### Signal wires by layer

The bar under the picture is 100 um long.
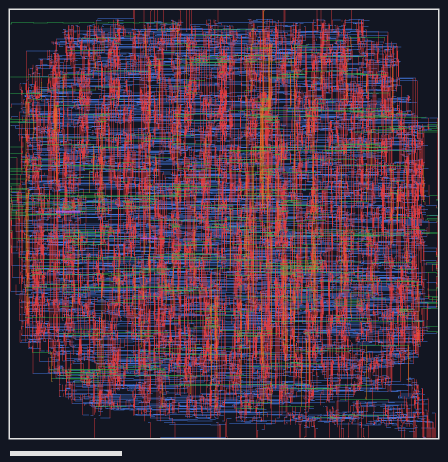
### Clock routing

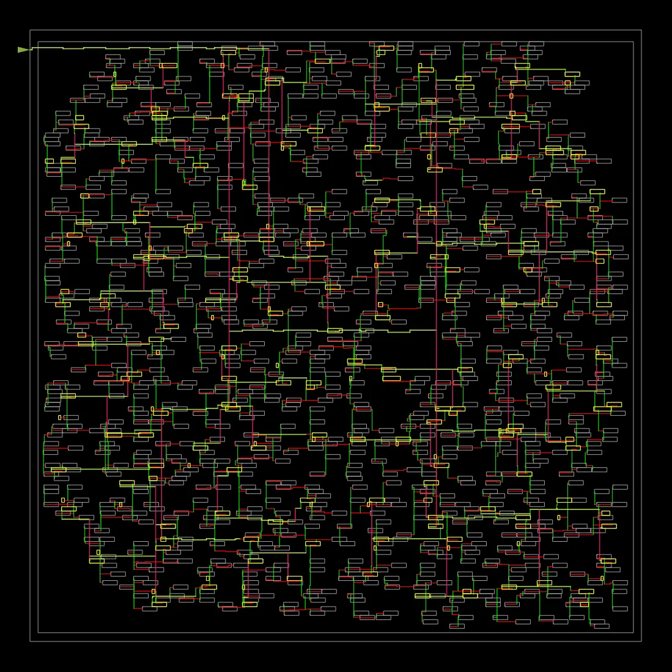
**config.mk**
```make
export PLATFORM = sky130hd
export DESIGN_NAME = grf_write_commit_flat
export DESIGN_NICKNAME = d
export VERILOG_FILES = /design/src/rtl/grf_write_commit_pkg.sv /design/src/rtl/grf_write_commit_if.sv /design/src/rtl/grf_write_commit_read_port.sv /design/src/rtl/grf_write_commit.sv /design/src/flat_wrapper.sv
export SDC_FILE = /design/constraint.sdc
export NUM_CORES = 2
export LEC_CHECK = 0
export CELL_PAD_IN_SITES_DETAIL_PLACEMENT = 0
export CELL_PAD_IN_SITES_GLOBAL_PLACEMENT = 2
export CORE_MARGIN = 5
export CORE_UTILIZATION = 41
export DETAILED_ROUTE_END_ITERATION = 12
export HOLD_SLACK_MARGIN = 0.12
export PLACE_DENSITY_LB_ADDON = 0.1
export SKIP_LAST_GASP = 1
export SYNTH_ARGS = -nofsm -noshare
export SYNTH_HDL_FRONTEND = slang
export SYNTH_SLANG_ARGS = --single-unit
export TNS_END_PERCENT = 50
```
**constraint.sdc**
```tcl
create_clock -name clk -period 36.3 [get_ports clk]
set_input_delay 5.445 -clock clk [delete_from_list [all_inputs] [get_ports clk]]
set_output_delay 5.445 -clock clk [all_outputs]
set_load 0.02 [all_outputs]
```
**src/rtl/grf_write_commit_pkg.sv**
```systemverilog
// Shared register-file geometry and the architectural register indices that
// the RegDst selector and the register file both refer to.
package grf_defs;
  localparam int GRF_DEPTH = 32;
  localparam int GRF_AW    = 5;
  localparam int GRF_DW    = 32;

  localparam logic [GRF_AW-1:0] REG_ZERO = 5'd0;
  localparam logic [GRF_AW-1:0] REG_RA   = 5'd31;

  // $0 is hard-wired; nothing written to it is ever observable.
  function automatic logic is_zero_reg(input logic [GRF_AW-1:0] idx);
    return idx == REG_ZERO;
  endfunction
endpackage

```
**src/rtl/grf_write_commit_if.sv**
```systemverilog
// Register-file access bundle: one write port (WE/A3/WD/PC) and two
// combinational read ports (A1->RD1, A2->RD2), plus the commit counter.
interface grf_write_commit_if #(
  parameter int CNT_W = 32
);
  import grf_defs::*;

  // WE is a plain enable with no back-pressure: when WE is high at a rising
  // clk edge (reset low) the write commits on that edge, unconditionally.
  logic              WE;
  logic [GRF_AW-1:0] A1;
  logic [GRF_AW-1:0] A2;
  logic [GRF_AW-1:0] A3;
  logic [GRF_DW-1:0] WD;
  logic [GRF_DW-1:0] PC;
  logic [GRF_DW-1:0] RD1;
  logic [GRF_DW-1:0] RD2;
  logic [CNT_W-1:0]  WrCnt;

  modport master (
    output WE, A1, A2, A3, WD, PC,
    input  RD1, RD2, WrCnt
  );

  modport slave (
    input  WE, A1, A2, A3, WD, PC,
    output RD1, RD2, WrCnt
  );
endinterface

```
**src/rtl/grf_write_commit_read_port.sv**
```systemverilog
// One combinational read port. Priority: $0 reads zero, then same-cycle
// write bypass (when enabled), then the stored array value.
module grf_read_port
  import grf_defs::*;
#(
  parameter bit BYPASS = 1'b1
) (
  input  logic [GRF_AW-1:0] idx_i,
  input  logic [GRF_DW-1:0] reg_val_i,
  input  logic              we_i,
  input  logic [GRF_AW-1:0] wa_i,
  input  logic [GRF_DW-1:0] wd_i,
  output logic [GRF_DW-1:0] rd_o
);
  always_comb begin
    rd_o = reg_val_i;
    if (is_zero_reg(idx_i)) begin
      rd_o = '0;
    end else if (BYPASS && we_i && (wa_i == idx_i)) begin
      rd_o = wd_i;
    end
  end
endmodule

```
**src/rtl/grf_write_commit.sv**
```systemverilog
// 32 x 32-bit MIPS general register file with commit trace and a
// committed-write counter; $0 writes are counted and traced but not stored.
module grf_write_commit
  import grf_defs::*;
#(
  parameter bit BYPASS = 1'b1,
  parameter bit TRACE  = 1'b1,
  parameter int CNT_W  = 32
) (
  input  logic               clk,
  input  logic               reset,
  grf_write_commit_if.slave  bus
);
  logic [GRF_DW-1:0] regs_q [GRF_DEPTH];
  logic [CNT_W-1:0]  wr_cnt_q;
  logic [CNT_W-1:0]  wr_cnt_d;
  logic              byp_en;

  assign wr_cnt_d = wr_cnt_q + CNT_W'(1);

  // Storage and counter only ever move when WE is high, so X on A3/WD
  // with WE low cannot reach state.
  always_ff @(posedge clk or posedge reset) begin
    if (reset) begin
      for (int i = 0; i < GRF_DEPTH; i++) begin
        regs_q[i] <= '0;
      end
      wr_cnt_q <= '0;
    end else if (bus.WE) begin
      if (!is_zero_reg(bus.A3)) begin
        regs_q[bus.A3] <= bus.WD;
      end
      wr_cnt_q <= wr_cnt_d;
    end
  end

`ifndef SYNTHESIS
  always @(posedge clk) begin
    if (TRACE && !reset && bus.WE) begin
      $display("@%h: $%d <= %h", bus.PC, bus.A3, bus.WD);
    end
  end
`endif

  // While reset is high the array is being cleared, so bypass is suppressed
  // to keep both read ports at zero.
  assign byp_en = bus.WE && !reset;

  grf_read_port #(.BYPASS(BYPASS)) u_rd1 (
    .idx_i     (bus.A1),
    .reg_val_i (regs_q[bus.A1]),
    .we_i      (byp_en),
    .wa_i      (bus.A3),
    .wd_i      (bus.WD),
    .rd_o      (bus.RD1)
  );

  grf_read_port #(.BYPASS(BYPASS)) u_rd2 (
    .idx_i     (bus.A2),
    .reg_val_i (regs_q[bus.A2]),
    .we_i      (byp_en),
    .wa_i      (bus.A3),
    .wd_i      (bus.WD),
    .rd_o      (bus.RD2)
  );

  assign bus.WrCnt = wr_cnt_q;
endmodule

```
**src/flat_wrapper.sv**
```systemverilog
// flat-port wrapper written by rule: the top's interface ports become plain ports
module grf_write_commit_flat import grf_defs::*;
#(
  parameter bit BYPASS = 1'b1,
  parameter bit TRACE  = 1'b1,
  parameter int CNT_W  = 32
)
  (clk, reset, bus_WE, bus_A1, bus_A2, bus_A3, bus_WD, bus_PC, bus_RD1, bus_RD2, bus_WrCnt);
  grf_write_commit_if #(.CNT_W(CNT_W)) bus_i ();
  input  logic clk;
  input  logic reset;
  input wire logic [$bits(bus_i.WE)-1:0] bus_WE;
  input wire logic [$bits(bus_i.A1)-1:0] bus_A1;
  input wire logic [$bits(bus_i.A2)-1:0] bus_A2;
  input wire logic [$bits(bus_i.A3)-1:0] bus_A3;
  input wire logic [$bits(bus_i.WD)-1:0] bus_WD;
  input wire logic [$bits(bus_i.PC)-1:0] bus_PC;
  output wire logic [$bits(bus_i.RD1)-1:0] bus_RD1;
  output wire logic [$bits(bus_i.RD2)-1:0] bus_RD2;
  output wire logic [$bits(bus_i.WrCnt)-1:0] bus_WrCnt;
  assign bus_i.WE = bus_WE;
  assign bus_i.A1 = bus_A1;
  assign bus_i.A2 = bus_A2;
  assign bus_i.A3 = bus_A3;
  assign bus_i.WD = bus_WD;
  assign bus_i.PC = bus_PC;
  assign bus_RD1 = bus_i.RD1;
  assign bus_RD2 = bus_i.RD2;
  assign bus_WrCnt = bus_i.WrCnt;
  grf_write_commit #(.BYPASS(BYPASS), .TRACE(TRACE), .CNT_W(CNT_W)) u_core (.clk(clk), .reset(reset), .bus(bus_i));
endmodule
```
==> notes.md <==
The run has ended; figures from its reports follow.

The analysis reports a worst IR drop on VDD of 0.0000355 V. The kind of capture point of the worst setup path is an output port. The number of synthesized register bits is approximately 1100. The launch point of the critical path was reported as bus_A2[2]. Measured against the total synthesized area, the mux share comes to 0.411. The post-cts resize count is 0. The sum of buffers and inverters on the critical path is 6.

Routability-driven placement finished with a final weighted congestion of 0.783. The setup slack on the worst flop-to-flop path is about 34 ns. The deepest clock path buffer count is 3.

The max-slew violation total from the final report came out at 0. The number of global-route vias before repair is about 40000. Clock-pin slew was measured on the worst setup and hold paths at around 0.060 ns. The worst pin sits at a relative slew slack of 0.136. The detailed router placed 37400 vias in this run. met2 track demand over resource after global routing is 0.448. The reg-to-reg startpoint is u_core.bus.WrCnt[16]$_DFFE_PP0P_.

The horizontal die dimension reported for this design is approximately 380 um. After detailed routing, the number of vias per cell comes to between 6 and 7. The number of port buffers is approximately 150.

The flow ran to the end, and the final reports show no timing, DRC or antenna violations. Among cell families on the critical path, the largest total delay comes from buffers and inverters. The path with the worst hold slack has its endpoint at u_core.regs_q[1001]$_DFFE_PP0P_. The main logic family after synthesis is multiplexers.

The floorplan step records an initial core utilization of 0.413. The switching component of the power was reported as 1.01 mW. The count of tool warnings is 65. Looking at the reg2reg group, the worst path ends at u_core.bus.WrCnt[30]$_DFFE_PP0P_. The post-synthesis cell type with the largest combined area is sky130_fd_sc_hd__dfrtp_1. The launch instance of the worst min-delay path is u_core.regs_q[1001]$_DFFE_PP0P_.

The number of antenna violations at the first check in global routing came out at 14. The standard-cell row count came out at between 100 and 150. OpenSTA lists the critical path endpoint as bus_RD2[5]. TritonCTS built the clock tree. The die is ~380 um tall. After synthesis, the most frequently instantiated cells are sky130_fd_sc_hd__dfrtp_1, sky130_fd_sc_hd__mux2_2, sky130_fd_sc_hd__mux4_2. The detailed-route DRC error count is 0.

The XOR/XNOR share of the synthesized area came out at 0.00631. Of the total power, the share spent switching nets is 0.278. The post-synthesis share of cell area spent on and, or, nand and nor gates came out at 0.0363. The number of cells traversed by the worst hold path came out at 0. The transition at the pin with the smallest max-transition slack came out at about 1.3 ns. Per report_power, the Combinational row totals between 0.7 and 0.8 mW. The fraction of the yosys area taken by sequential cells came out at 0.464.
Notes on 'Signal wires by layer' above:
layer	color	wire length
met1	blue	89.1 mm
met5	purple	34.0 um
met4	orange	5770 um
met2	red	97.2 mm
met3	green	12400 um

Notes on 'Clock routing' above:
worst setup skew after layout: 0.00556 ns
FFs & Latches: 1056
number of clock buffer instances in the layout: 204

## layout make-up
cell class | count | area, sq um | area share
Tap cell | 1794 | 2240 | 0.0351
Clock inverter | 25 | 270 | 0.00422
Inverter | 7 | 36.3 | 0.000567
Antenna cell | 6 | 15.0 | 0.000235
Multi-Input combinational cell | 2437 | 28700 | 0.448
Sequential cell | 1056 | 26400 | 0.413
Clock buffer | 204 | 3990 | 0.0624
Timing Repair Buffer | 255 | 2330 | 0.0365
## stage by stage
step                       util  power [mW]  cell area (sq um)  cells  setup WS [ns]
after floorplan               -        2.10              56900   3937           1.13
after global placement    0.433        2.28              59700   5549          19.92
after detailed placement  0.433        2.33              59700   5549          19.97
after CTS                 0.464        3.65              64000   5778          19.95
after global routing      0.464        3.77              64000   5781          19.95
final                     0.464        3.62              64000   5784          20.06
Power figures rest on the tool's default switching activity, not on a simulated workload.
